## config.mk

```make
export PLATFORM = sky130hd
export DESIGN_NAME = stopwatch_ctrl
export DESIGN_NICKNAME = d
export VERILOG_FILES = /design/src/rtl/stopwatch_pkg.sv /design/src/rtl/sw_bounded_counter.sv /design/src/rtl/stopwatch_ctrl.sv
export SDC_FILE = /design/constraint.sdc
export NUM_CORES = 1
export LEC_CHECK = 0
export ABC_AREA = 1
export CELL_PAD_IN_SITES_DETAIL_PLACEMENT = 0
export CELL_PAD_IN_SITES_GLOBAL_PLACEMENT = 1
export CORE_MARGIN = 2
export CORE_UTILIZATION = 33
export CTS_CLUSTER_DIAMETER = 60
export DETAILED_ROUTE_END_ITERATION = 10
export PLACE_DENSITY_LB_ADDON = 0.1
export SKIP_CTS_REPAIR_TIMING = 1
export SYNTH_ARGS = -nofsm -noshare
export SYNTH_HDL_FRONTEND = slang
export SYNTH_SLANG_ARGS = --single-unit
```

## constraint.sdc

```tcl
create_clock -name clk -period 1.8 [get_ports clk]
set_input_delay 0.27 -clock clk [delete_from_list [all_inputs] [get_ports clk]]
set_output_delay 0.27 -clock clk [all_outputs]
set_load 0.05 [all_outputs]
```

## src/rtl/stopwatch_pkg.sv

```systemverilog
// Shared state type and 2-bit mode codes for the stopwatch controller.
package stopwatch_pkg;

    typedef enum logic [2:0] {
        StIdle = 3'd0,
        StStop = 3'd1,
        StUp   = 3'd2,
        StDown = 3'd3,
        StAdd  = 3'd4
    } state_e;

    // Mode codes keep the encoding the display/decoder path already expects.
    localparam logic [1:0] MODE_UP   = 2'b10;
    localparam logic [1:0] MODE_DOWN = 2'b00;
    localparam logic [1:0] MODE_STOP = 2'b11;
    localparam logic [1:0] MODE_IDLE = 2'b01;

    function automatic logic [1:0] mode_code(input state_e st);
        logic [1:0] code;
        case (st)
            StUp:    code = MODE_UP;
            StDown:  code = MODE_DOWN;
            StStop:  code = MODE_STOP;
            default: code = MODE_IDLE;
        endcase
        return code;
    endfunction

endpackage

```

## src/rtl/sw_bounded_counter.sv

```systemverilog
// Bounded 0..MAX_VAL count register with wrap or saturate arithmetic.
// STOPWATCH_SATURATE_EN selects clamping at the bounds instead of modulo wrap.
module sw_bounded_counter #(
    parameter int unsigned MAX_VAL = 99,
    parameter int unsigned STEP    = 5,
    localparam int unsigned CNT_W  = $clog2(MAX_VAL + 1)
) (
    input  logic             clk,
    input  logic             r,
    input  logic             clr,
    input  logic             inc,
    input  logic             dec,
    input  logic             add_en,
    output logic [CNT_W-1:0] count,
    output logic             hit_bound
);

    localparam logic [CNT_W:0] MAX_W  = MAX_VAL[CNT_W:0];
    localparam logic [CNT_W:0] STEP_W = STEP[CNT_W:0];
    localparam logic [CNT_W:0] MOD_W  = MAX_W + 1'b1;

    logic [CNT_W-1:0] count_q;
    logic [CNT_W:0]   count_d;
    logic [CNT_W:0]   ext;
    logic [CNT_W:0]   sum_add;
    logic             at_top;
    logic             at_bot;

    always_comb begin
        ext     = {1'b0, count_q};
        sum_add = ext + STEP_W;
        at_top  = (ext == MAX_W);
        at_bot  = (count_q == '0);
        count_d = ext;
        if (clr) begin
            count_d = '0;
        end else if (add_en) begin
            if (sum_add > MAX_W) begin
`ifdef STOPWATCH_SATURATE_EN
                count_d = MAX_W;
`else
                count_d = sum_add - MOD_W;
`endif
            end else begin
                count_d = sum_add;
            end
        end else if (inc) begin
            if (at_top) begin
`ifdef STOPWATCH_SATURATE_EN
                count_d = MAX_W;
`else
                count_d = '0;
`endif
            end else begin
                count_d = ext + 1'b1;
            end
        end else if (dec) begin
            if (at_bot) begin
`ifdef STOPWATCH_SATURATE_EN
                count_d = '0;
`else
                count_d = MAX_W;
`endif
            end else begin
                count_d = ext - 1'b1;
            end
        end
    end

    always_ff @(posedge clk or posedge r) begin
        if (r) begin
            count_q <= '0;
        end else begin
            count_q <= count_d[CNT_W-1:0];
        end
    end

    assign count     = count_q;
    assign hit_bound = (inc & at_top) | (dec & at_bot);

endmodule

```

## src/rtl/stopwatch_ctrl.sv

```systemverilog
// Stopwatch mode FSM driving a bounded count register.
// STOPWATCH_SATURATE_EN: clamp at the bounds and auto-stop instead of wrapping.
module stopwatch_ctrl
    import stopwatch_pkg::*;
#(
    parameter int unsigned MAX_VAL = 99,
    parameter int unsigned STEP    = 5,
    localparam int unsigned CNT_W  = $clog2(MAX_VAL + 1)
) (
    input  logic             clk,
    input  logic             r,
    input  logic             clr,
    input  logic             tick,
    input  logic             s,
    input  logic             l,
    input  logic             m,
    output logic [CNT_W-1:0] count,
    output logic [1:0]       q,
    output logic             at_zero,
    output logic             at_max
);

    localparam logic [CNT_W:0] MAX_W = MAX_VAL[CNT_W:0];

    state_e state_q, state_d, cmd_state;
    logic   add_entry;
    logic   inc;
    logic   dec;
    logic   hit_bound;

    always_ff @(posedge clk or posedge r) begin
        if (r) begin
            state_q <= StIdle;
        end else begin
            state_q <= state_d;
        end
    end

    // cmd_state is the command-driven target; auto-stop may override it afterwards.
    always_comb begin
        cmd_state = StIdle;
        if (!clr) begin
            case (state_q)
                StIdle, StStop, StUp, StDown, StAdd: begin
                    if (l) begin
                        cmd_state = StAdd;
                    end else if (s) begin
                        cmd_state = m ? StUp : StDown;
                    end else begin
                        cmd_state = StStop;
                    end
                end
                default: cmd_state = StIdle;
            endcase
        end
        add_entry = (cmd_state == StAdd) && (state_q != StAdd);
        inc       = tick && !clr && !add_entry && (state_q == StUp);
        dec       = tick && !clr && !add_entry && (state_q == StDown);
        state_d   = cmd_state;
`ifdef STOPWATCH_SATURATE_EN
        if (hit_bound) begin
            state_d = StStop;
        end
`endif
    end

`ifndef STOPWATCH_SATURATE_EN
    logic unused_hit_bound;
    assign unused_hit_bound = hit_bound;
`endif

    sw_bounded_counter #(
        .MAX_VAL(MAX_VAL),
        .STEP   (STEP)
    ) u_counter (
        .clk      (clk),
        .r        (r),
        .clr      (clr),
        .inc      (inc),
        .dec      (dec),
        .add_en   (add_entry),
        .count    (count),
        .hit_bound(hit_bound)
    );

    always_comb begin
        q       = mode_code(state_q);
        at_zero = (count == '0);
        at_max  = ({1'b0, count} == MAX_W);
    end

endmodule

```

closeup.png
Scale bar: 5 µm. Window x 5 to 25, y 36 to 56 µm. Cells in gray, sequential cells in the stronger gray; small squares are vias.
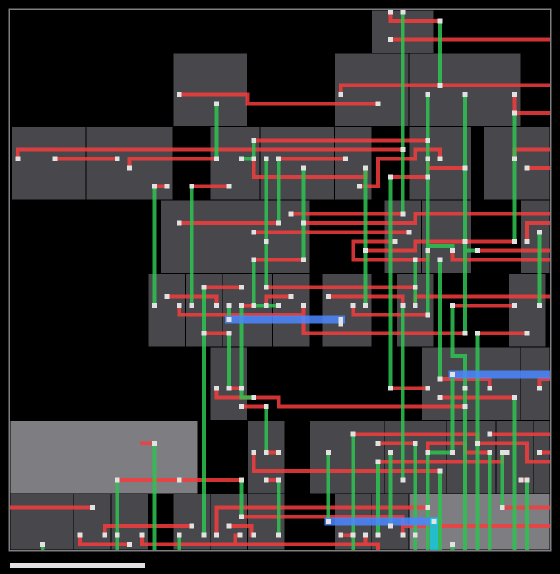
- M2: green
- M3: blue
- M1: red
- M4: cyan
- cells with their middle in the window: 39
- sequential cells in the window: 2
- most frequent: nand2_1 (14), nand3_1 (5), buf_4 (5)
- netlist names of flops here include: `u_counter.count` (2)

m1.png
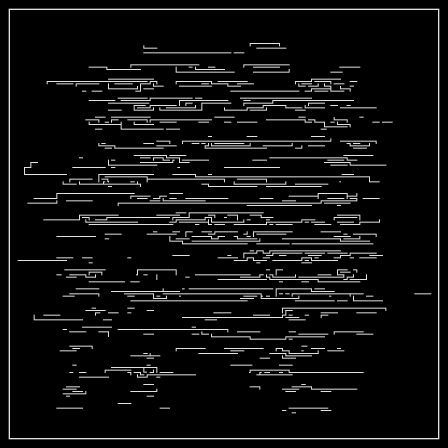
- longest straight run: 29.0 µm
- share of all routed wire: 46%
- main direction: horizontal
- wire length on this layer: 1580 µm
- nets with wire on the layer: 216

congestion_map.png
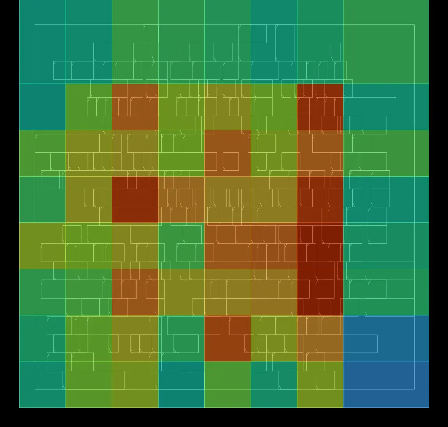
Routed WL per cell: 12.6 µm
GR peak layer: met2
GR Util met1: 0.285
GR Util met3: 0.0336
Final Util: 0.562

m3.png
Scale bar: 20 µm.
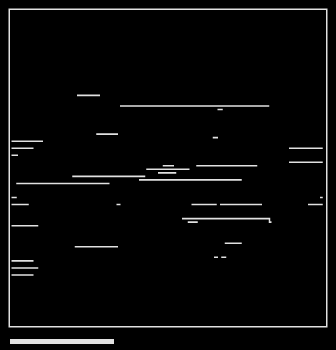
- wire length on this layer: 205 µm
- longest straight run: 28.5 µm
- nets with wire on the layer: 27
- main direction: horizontal
via count: 1356
final WL: 3440 µm

==> flow_metrics.env <==
# yosys + openroad results
export IMPL_fin_cells=273
export IMPL_cts_max_path_buffers=2
export IMPL_grt_setup_unrepaired="true"
export IMPL_overflow=0
export IMPL_fillCellCount=319
export IMPL_path_delay_family="flip-flops"
export IMPL_async_reset_ff_frac=1.00
export IMPL_worstPathMaxFanout=5
export IMPL_drive_gt1_frac=0.415
export IMPL_status="finished with violations"
export IMPL_antenna_found_initial=0
export IMPL_cts_root_buffer_cell="clkbuf_4"
export IMPL_mux_share=0
export IMPL_port_buffers=17
export IMPL_core_area_mm2=0.00308
export IMPL_synth_warnings=0
export IMPL_hp_class="in -> async"
export IMPL_logic_area_um2=810
export IMPL_fp_util=0.349
export IMPL_ys_cells=170
export IMPL_nNetsFinal=241
export IMPL_placedCellCount=262
export IMPL_drc_errors=0
export IMPL_max_stage_delay_ns=0.45
export IMPL_hold_ws_ns=0.273
export IMPL_vias_per_cell=4.97
export IMPL_area_growth_pct=61.1
export IMPL_clock_power_uw=174
export IMPL_lay_top_cells="buf_4, nand2_1, nand3_1"
export IMPL_warnings=30
export IMPL_finalWorstSetupSlack_ns=-0.139
export IMPL_power_leakage_uw=0.000823
export IMPL_grt_first_pass_wirelength_um=5710
export IMPL_cts_tree="done"
export IMPL_setup_viol=7
export IMPL_violations="setup timing"
export IMPL_combinationalPower_uw=1500
export IMPL_startpoint_type="flip-flop"
export IMPL_crit_arrival_ns=1.67
export IMPL_drtIter0Drc=96
export IMPL_avgSynthCellArea_um2=6.31
export IMPL_grt_max_degree=11
export IMPL_tns_ns=-0.560
export IMPL_synthAdderAreaFrac=0.0466
export IMPL_cp_num_buf_inv=4
## cell type report
| class | instances | area share |
|---|---|---|
| Multi-Input combinational cell | 135 | 0.468 |
| Inverter | 22 | 0.0514 |
| Clock buffer | 4 | 0.0152 |
| Tap cell | 44 | 0.0318 |
| Timing Repair Buffer | 58 | 0.284 |
| Sequential cell | 10 | 0.149 |
## cell usage after synthesis (3+ instances only)
cell type	n	area share
inv_2	3	0.010
o21ai_0	8	0.037
xor2_1	8	0.065
nor3_1	3	0.014
inv_1	18	0.063
a21oi_1	8	0.037
ha_1	4	0.047
nand2_1	51	0.18
nand3_1	21	0.098
dfrtp_1	10	0.23
nand2_2	4	0.023
nor2_1	11	0.038
## per-layer routing
metal	global-route usage	part of all wire
met1	0.285	0.46
met2	0.302	0.45
met4	0.0963	0.029
met5	0	0
met3	0.0336	0.059
